<file path="config.mk">
export PLATFORM = sky130hd
export DESIGN_NAME = apu_dma_ctrl
export DESIGN_NICKNAME = d
export VERILOG_FILES = /design/src/rtl/apu_dma_pkg.sv /design/src/rtl/apu_dma_ctrl.sv
export SDC_FILE = /design/constraint.sdc
export NUM_CORES = 1
export LEC_CHECK = 0
export ABC_CLOCK_PERIOD_IN_PS = 2300
export CORE_MARGIN = 2
export CORE_UTILIZATION = 40
export DETAILED_ROUTE_END_ITERATION = 8
export HOLD_SLACK_MARGIN = 0.06
export PLACE_DENSITY = 0.69
export SYNTH_ARGS = -nofsm -noshare
export SYNTH_HDL_FRONTEND = slang
export SYNTH_SLANG_ARGS = --single-unit
</file>
<file path="constraint.sdc">
create_clock -name clk -period 2.3 [get_ports clk]
set_input_delay 0.23 -clock clk [delete_from_list [all_inputs] [get_ports clk]]
set_output_delay 0.23 -clock clk [all_outputs]
set_load 0.03 [all_outputs]
</file>
<file path="src/rtl/apu_dma_pkg.sv">
// apu_dma_pkg: shared state encoding and constants for the APU DMA controller
package apu_dma_pkg;
  typedef enum logic [2:0] {
    S_IDLE,
    S_HALT,
    S_DMC_DUMMY,
    S_ALIGN,
    S_DMC_READ,
    S_OAM_READ,
    S_OAM_WRITE
  } state_e;
  localparam logic [15:0] OAMDATA_ADDR_DEF = 16'h2004;
  localparam logic PARITY_GET = 1'b0;
endpackage

</file>
<file path="src/rtl/apu_dma_ctrl.sv">
// apu_dma_ctrl: halts the 6502 and owns the bus for DMC sample fetches and OAM sprite DMA
module apu_dma_ctrl
  import apu_dma_pkg::*;
#(
  parameter logic [15:0] OAMDATA_ADDR = OAMDATA_ADDR_DEF
) (
  input  logic        clk,
  input  logic        rst,
  input  logic        cpu_clk,
  input  logic        cpu_rw,
  input  logic        oam_wren,
  input  logic [7:0]  from_cpu,
  input  logic        dma_req,
  input  logic [14:0] dma_address,
  output logic        dma_ack,
  input  logic [7:0]  from_mem,
  output logic        cpu_rdy,
  output logic        dma_active,
  output logic [15:0] bus_address,
  output logic        bus_rw,
  output logic [7:0]  bus_wdata
);
  state_e      state_q, state_d;
  logic        parity_q, parity_d;
  logic        oam_pend_q, oam_pend_d;
  logic        dmc_pend_q, dmc_pend_d;
  logic [7:0]  page_q, page_d;
  logic [7:0]  index_q, index_d;
  logic [7:0]  wdata_q, wdata_d;
  logic        rdy_q, rdy_d;
  logic        active_q, active_d;
  logic        ack_q, ack_d;
  logic        rw_q, rw_d;
  logic [15:0] addr_q, addr_d;
  logic        next_get;
  logic        dmc_set;
  assign next_get = parity_q != PARITY_GET;
  assign dmc_set  = dma_req && !dmc_pend_q && state_q != S_DMC_READ;
  // Everything here is the value to load at the next cpu_clk strobe.
  always_comb begin
    state_d    = state_q;
    parity_d   = ~parity_q;
    oam_pend_d = oam_pend_q;
    dmc_pend_d = dmc_pend_q | dmc_set;
    page_d     = page_q;
    index_d    = index_q;
    wdata_d    = wdata_q;
    case (state_q)
      S_IDLE: begin
        if (oam_wren && !oam_pend_q) begin
          oam_pend_d = 1'b1;
          page_d     = from_cpu;
        end
        state_d = (oam_wren || dma_req) ? S_HALT : S_IDLE;
      end
      S_HALT:      state_d = !cpu_rw ? S_HALT : dmc_pend_q ? S_DMC_DUMMY : next_get ? S_OAM_READ : S_ALIGN;
      S_DMC_DUMMY: state_d = next_get ? S_DMC_READ : S_ALIGN;
      S_ALIGN:     state_d = dmc_pend_q ? S_DMC_READ : S_OAM_READ;
      S_DMC_READ: begin
        dmc_pend_d = 1'b0;
        state_d    = !oam_pend_q ? S_IDLE : next_get ? S_OAM_READ : S_ALIGN;
      end
      S_OAM_READ: begin
        wdata_d = from_mem;
        state_d = S_OAM_WRITE;
      end
      S_OAM_WRITE: begin
        index_d    = index_q + 8'd1;
        oam_pend_d = index_q != 8'hFF;
        state_d    = dmc_pend_d ? S_DMC_READ : index_q == 8'hFF ? S_IDLE : S_OAM_READ;
      end
      default: state_d = S_IDLE;
    endcase
    rdy_d    = state_d == S_IDLE;
    active_d = !(state_d inside {S_IDLE, S_HALT});
    ack_d    = state_d == S_DMC_READ;
    rw_d     = state_d != S_OAM_WRITE;
    addr_d   = state_d == S_DMC_READ  ? {1'b1, dma_address} :
               state_d == S_OAM_READ  ? {page_d, index_d} :
               state_d == S_OAM_WRITE ? OAMDATA_ADDR : 16'h0000;
  end
  always_ff @(posedge clk) begin
    if (rst) begin
      state_q    <= S_IDLE;
      parity_q   <= 1'b0;
      oam_pend_q <= 1'b0;
      dmc_pend_q <= 1'b0;
      page_q     <= 8'h00;
      index_q    <= 8'h00;
      wdata_q    <= 8'h00;
      rdy_q      <= 1'b1;
      active_q   <= 1'b0;
      ack_q      <= 1'b0;
      rw_q       <= 1'b1;
      addr_q     <= 16'h0000;
    end else if (cpu_clk) begin
      state_q    <= state_d;
      parity_q   <= parity_d;
      oam_pend_q <= oam_pend_d;
      dmc_pend_q <= dmc_pend_d;
      page_q     <= page_d;
      index_q    <= index_d;
      wdata_q    <= wdata_d;
      rdy_q      <= rdy_d;
      active_q   <= active_d;
      ack_q      <= ack_d;
      rw_q       <= rw_d;
      addr_q     <= addr_d;
    end
  end
  assign cpu_rdy     = rdy_q;
  assign dma_active  = active_q;
  assign dma_ack     = ack_q;
  assign bus_rw      = rw_q;
  assign bus_address = addr_q;
  assign bus_wdata   = wdata_q;
endmodule

</file>
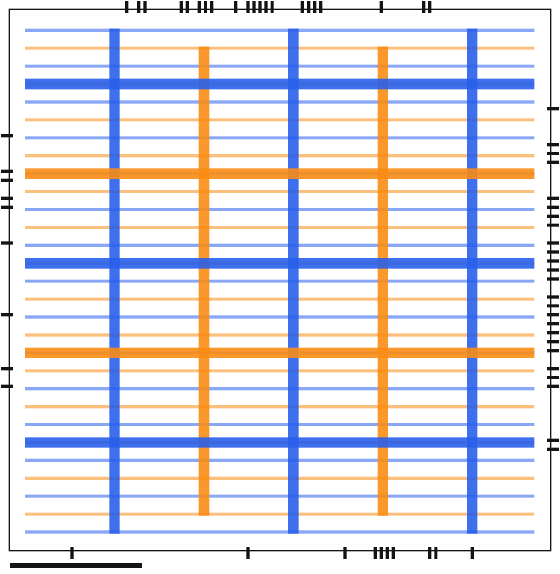
Run 1: PDN straps and rails
Bar = 20 um. Pins as bars on the die edge.
Orange shows VDD. Blue shows VSS.
The core has 28 rows. 65 signal pins sit on the boundary. 5 straps on met5. 29 met1 rails follow the rows. 5 straps on met4.
floorplan core area: 5890 um2
Max IR drop VDD: 262 uV
vertical die dimension: 82.0 um
horizontal extent of the die: 82.0 um

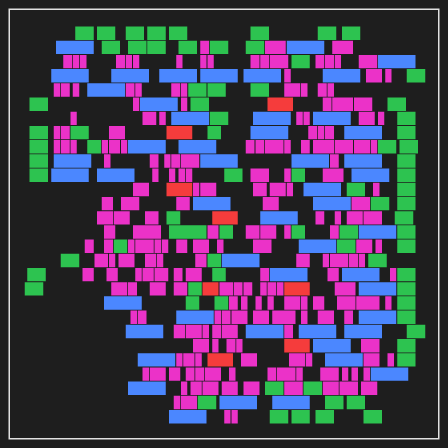
Run 1: cells colored by class
Red shows clock drivers and dummy loads, cells 8. Green shows remaining buffers and delay cells, cells 77. Blue shows sequential cells, cells 50. Magenta shows combinational and other logic, cells 215.
core utilization of the finished layout: 55.5%
Seq/total area: 30.6%
number of rows created at floorplan: 28

==> summary.txt, run 1 <==
The synthesis and place-and-route flow finished, so here is a summary.

The flow ran to the end, and the final reports show no timing, DRC or antenna violations. In the layout the commonest cells are 64 x clkdlybuf4s50_1, 54 x nand2_1, 50 x dfxtp_1. The post-synthesis cell area is ~2400 um2.

The clock H-tree reported by CTS has 2 levels. The number of CTS-inserted buffers came out at 5. The achievable clock frequency is ~0.48 GHz. The buffer_ports step reported a buffer count of around 64. The pin count of the biggest net entering global routing came out at 29. The net total in the final layout came out at 387.

The max-capacitance violation count is 0. The proportion of synthesized flip-flops having asynchronous set or reset came out at 0%. The number of search-and-repair iterations in the first detailed-routing pass is 4. The total of warnings raised by yosys came out at 0. STA classifies the critical path startpoint as a flop. The total count of hold-check failures in the final report is 0. The flop and latch count out of synthesis is roughly 50. Per STA, the worst path is made up of or4b_2, o31a_1, o21ai_2, or2_4, o21ai_0.

The number of gates resized after CTS came out at 0. The endpoint class of the critical path is a flop. Setup repair after global routing left no endpoint under its margin. TritonCTS built the clock tree.

Adding up every negative setup slack in the final design gives 0 ps. After clock tree synthesis, the setup repair step added 0 buffers. The cell count after synthesis came out at 284. The ratio of final minimum period to clock period came out at 89.8%. The total overflow left after global routing is 0. The non-filler instance count after layout came out at ~430. The most critical min-delay path falls under flop to flop. The leakage power is 1.21 nW.

The commonest non-fill, non-tap cell in the layout is clkdlybuf4s50_1. Timing analysis after detailed placement gives a worst setup slack of roughly 160 ps. Per the CTS log, the buffer count on the longest clock path is 2. The final weighted congestion of routability-driven global placement is 0.826.

The multi-input logic area came out at 1310 um2. According to the Yosys statistics, the synthesized design has a chip area of approximately 2400 um2. The largest fanout on the critical path is 14.

The number of clock sinks is around 50. The ratio of routed vias to standard cells is between 5 and 6. The wire length of the first global-routing pass is about 9300 um.

The clock transition at the registers of the reported paths is 90 ps. The required time reported for the critical path endpoint is 2490 ps. After detailed placement, the total cell area comes to ~3200 um2. The number of DRC violations after detailed-routing iteration 0 is just under 80. The count of buffering cells on the critical path with inverters included came out at 0.
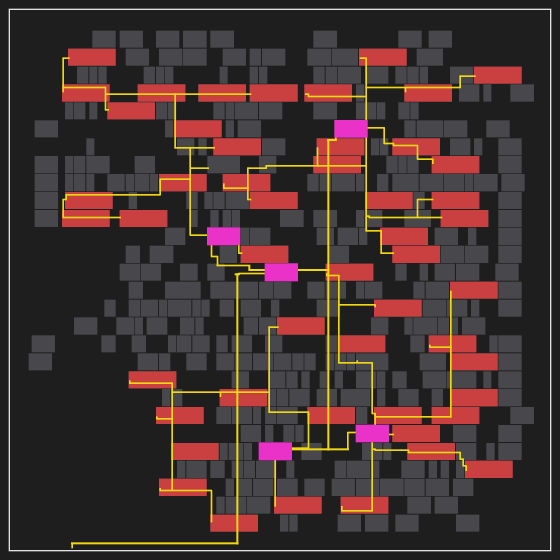
Run 1: routed clock nets over the placement
Yellow shows clock wires, length 602 um. Magenta shows clock drivers, count 5. Red shows flip-flops, count 50.
There are 6 routed clock nets.
insertion delay to the later sink of the worst-skew pair: 310 ps
clk_skew: 8.46 ps
part of the power in the clock network: 31.7%

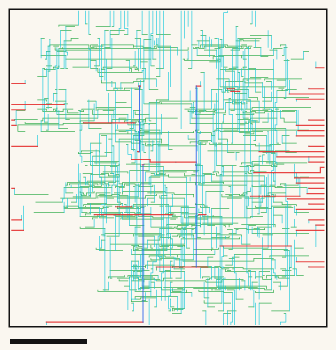
Run 1: routed metal, one color a layer
Bar = 20 um.
Green shows metal 1, wire length 2,710 um. Cyan shows metal 2, wire length 2,540 um. Red shows metal 3, wire length 339 um. Blue shows metal 4, wire length 105 um.
vias after detailed routing: 2,175
Detailed Route WL: 5700 um
total routing resource utilization after global routing: 17.8%
routed length per instance: 13.4 um

[run 1: cells in the mapped netlist, types with 6 or more instances]
library cell	instances	area share [%]
a21oi_1	20	4.1
dfxtp_1	50	41
mux2i_1	14	5.8
clkbuf_1	9	1.4
mux2_2	6	2.8
nor3_1	7	1.4
nand3_1	12	2.5
nand2_1	54	8.3
xor2_1	10	3.6
o21ai_2	11	4.0
nor2_1	24	3.7
[run 1: cells by family (layout without fill, tap and decap cells)]
group,Yosys count,after routing,share of synthesized area [%]
xor gates and xnor gates,15,15,5.40
and+or+nand+nor,119,119,22.3
DFF,50,50,41.2
muxes,20,20,8.54
AOI/OAI and AO/OA,57,57,16.9
adders and majority gates,1,1,0.515
buffers and inverters,22,88,5.15
[run 1: metal layers]
| layer | global-route usage (%) | up-vias | part of all wire (%) |
|---|---|---|---|
| met4 | 7.00 | 0 | 1.8 |
| li1 | - | 1116 | - |
| met5 | 0 | - | 0 |
| met1 | 23.6 | 989 | 48 |
| met2 | 28.4 | 63 | 45 |
| met3 | 3.52 | 7 | 5.9 |
[run 1: state kept, by name (all words and copies together) (netlist names)]
register,count
oam_pend_q,1
dma_active,1
bus_address,16
state_q,3
bus_rw,1
dma_ack,1
dmc_pend_q,1
index_q,8
next_get,1
cpu_rdy,1
bus_wdata,8
page_q,8
[run 1: report_power, final]
group / internal, mW / switching (mW) / total [mW]
sequential: 0.886 / 0.0230 / 0.909
combinational: 0.168 / 0.154 / 0.322
clock: 0.276 / 0.296 / 0.572
total: 1.33 / 0.473 / 1.80
[run 1: layout make-up]
class / instances / share of cell area, %
multi-input cells: 212 / 39.9
flip-flops and latches: 50 / 30.6
repair buffers: 77 / 23.0
clock buffers: 7 / 2.95
well taps: 75 / 2.87
inverters: 3 / 0.345
clock inverters: 1 / 0.268
[run 1: path summary, 6_finish.rpt]
check	depth (start not counted)	to	slack (ps)
hold / removal	2	page_q[2]	460
setup / recovery	5	bus_address[15]	230
hold reg to reg	2	page_q[2]	460
setup reg to reg	5	bus_address[15]	230
[run 1: metrics by stage]
| stage | hold slack [ps] | power, mW | utilization, % |
|---|---|---|---|
| 4_1_cts | 461 | 1.82 | 55.5 |
| 5_1_grt | 461 | 1.88 | 55.5 |
| 3_3_place_gp | 437 | 1.25 | 53.7 |
| 3_5_place_dp | 442 | 1.25 | 53.7 |
| 2_1_floorplan | 366 | 1.13 | - |
| 6_report | 458 | 1.80 | 55.5 |
[run 1: worst register-to-register path, stage by stage, from the launching register on]
cell and delay (ps):
dfxtp_1 560, or4b_2 620, o31a_1 130, o21ai_2 160
or2_4 360, o21ai_0 130
==> run 2, diff against run 1 <==
CORE_UTILIZATION = 45   (was 40)
PLACE_DENSITY = 0.76   (was 0.69)
SKIP_CTS_REPAIR_TIMING = 1   (was default)
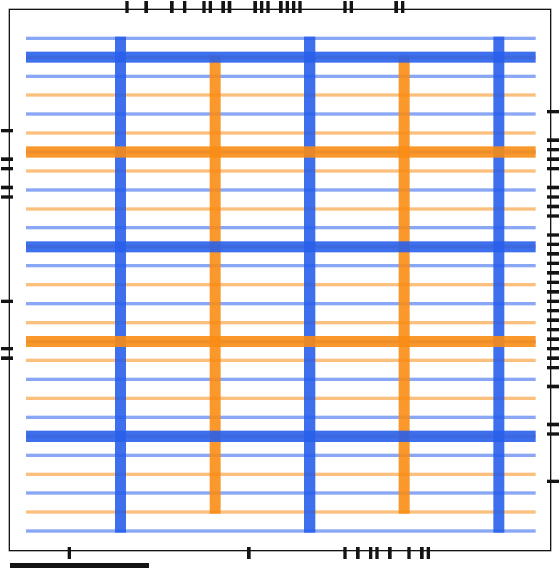
Run 2: PDN straps and rails
Bar = 20 um. Pins as bars on the die edge.
Blue shows VSS. Orange shows VDD.
The core has 26 rows. 5 straps on met4. 65 signal pins sit on the boundary.
vertical die dimension: 77.5 um
Max IR drop VDD: 264 uV
floorplan core area: 5170 um2
horizontal extent of the die: 77.5 um

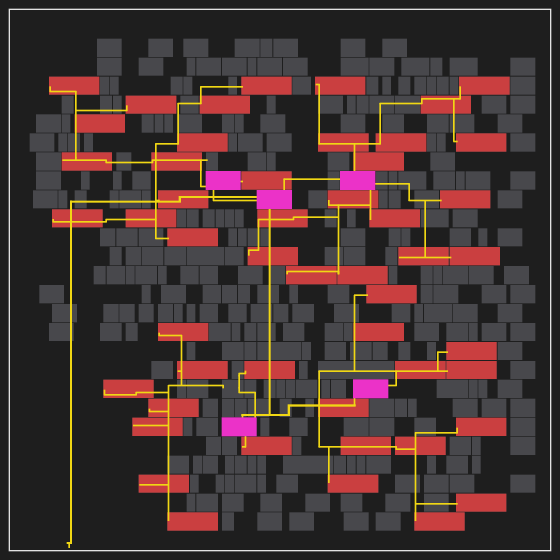
Run 2: routed clock nets over the placement
Yellow shows clock wires, length 563 um. Magenta shows clock drivers, count 5. Red shows flip-flops, count 50.
There are 6 routed clock nets.
Clk power: 0.621 mW
clk_skew: 11.4 ps
part of the power in the clock network: 33.8%

==> summary.txt, run 2 <==
The synthesis and place-and-route flow finished, so here is a summary.

The met1 global-route usage is 26.5% (+2.8 points). The average detailed-routed wire length per instance came out at 13.3 um (-0.73%). The number of H-tree levels is 2 (unchanged). The number of DRC violations after detailed-routing iteration 0 is 113 (+45%). The achievable clock frequency is 0.476 GHz (-1.7%). The multi-input logic area was 1310 um2 (unchanged).

The instance area at placement came to 3120 um2 (-1.4%). The routing usage on met2 came out at 29.9% (+1.5 points). The number of clock sinks is 50 (unchanged). The run finished with clean final reports. The number of flip-flops in the largest register was 16 (unchanged). The area share of the largest cell type after synthesis is 41.2% (unchanged).

met2 is the most crowded layer. The net total in the final layout is 382 (-1.3%). The wire length of the first global-routing pass is 9250 um (-0.23%).

The final routed wirelength across all metal layers is 5530 um (-3.1%). The yosys stat chip area came out at 2430 um2 (unchanged). The core occupancy in the finished layout is 62.5% (+7.0 points). The final weighted congestion of routability-driven global placement is 0.779 (-5.6%).

Of the combinational cells, the family taking the most area is simple AND/OR/NAND/NOR gates. The cell count after synthesis came out at 284 (unchanged). The most frequently used library cell after synthesis is nand2_1.

The top cell type by total area after synthesis is dfxtp_1. The total count of hold-check failures in the final report is 0 (unchanged). The required time reported for the critical path endpoint is 2520 ps (+30 ps).
-- run 2: logic make-up after synthesis --
logic type      count (synthesis)
compound gates                 57
xor+xnor                       15
fa+ha+maj                       1
buf+inv                        22
flops                          50
mux                            20
simple gates                  119
-- run 2: final timing paths --
kind,startpoint,endpoint,slack (ps),cells past startpoint
worst max-delay path,state_q[2],bus_address[1],200,5
worst min-delay path,bus_address[3],bus_address[3],460,2
worst max register to register,state_q[2],bus_address[1],200,5
worst min register to register,bus_address[3],bus_address[3],460,2
-- run 2: cell type report --
cell class / instances / share of cell area, %
inverters: 3 / 0.349
repair buffers: 72 / 22.1
well taps: 70 / 2.71
clock inverters: 3 / 1.36
clock buffers: 5 / 2.13
multi-input cells: 212 / 40.4
flip-flops and latches: 50 / 31.0
-- run 2: through the flow --
| step | worst slack, ps | power [mW] | std cells | TNS, ps |
|---|---|---|---|---|
| 6_report | 198 | 1.84 | 415 | 0 |
| 2_1_floorplan | 569 | 1.13 | 284 | 0 |
| 4_1_cts | 194 | 1.85 | 415 | 0 |
| 3_3_place_gp | 20.7 | 1.23 | 407 | 0 |
| 3_5_place_dp | -14.1 | 1.24 | 407 | -14.1 |
| 5_1_grt | 75.0 | 1.92 | 415 | 0 |
-- run 2: worst max-delay path, delay by kind of cell (launching register included) --
family	cells	cell delay, ps
simple gates	2	510
flops	1	590
compound gates	3	910
-- run 2: per-layer routing --
metal | up-vias | part of all wire (%)
li1 | 1111 | -
met1 | 989 | 48
met2 | 59 | 46
met3 | 4 | 4.7
met4 | 0 | 1.4
met5 | - | 0
-- run 2: where the power goes --
| part | leakage (nW) | total, mW | internal (mW) | switching [mW] |
|---|---|---|---|---|
| sequential | 0.405 | 0.909 | 0.886 | 0.0229 |
| clock | 0.0585 | 0.621 | 0.326 | 0.294 |
| combinational | 0.728 | 0.308 | 0.159 | 0.149 |
| total | 1.19 | 1.84 | 1.37 | 0.467 |
No activity file was given, so power comes from the tool's default toggle rates.
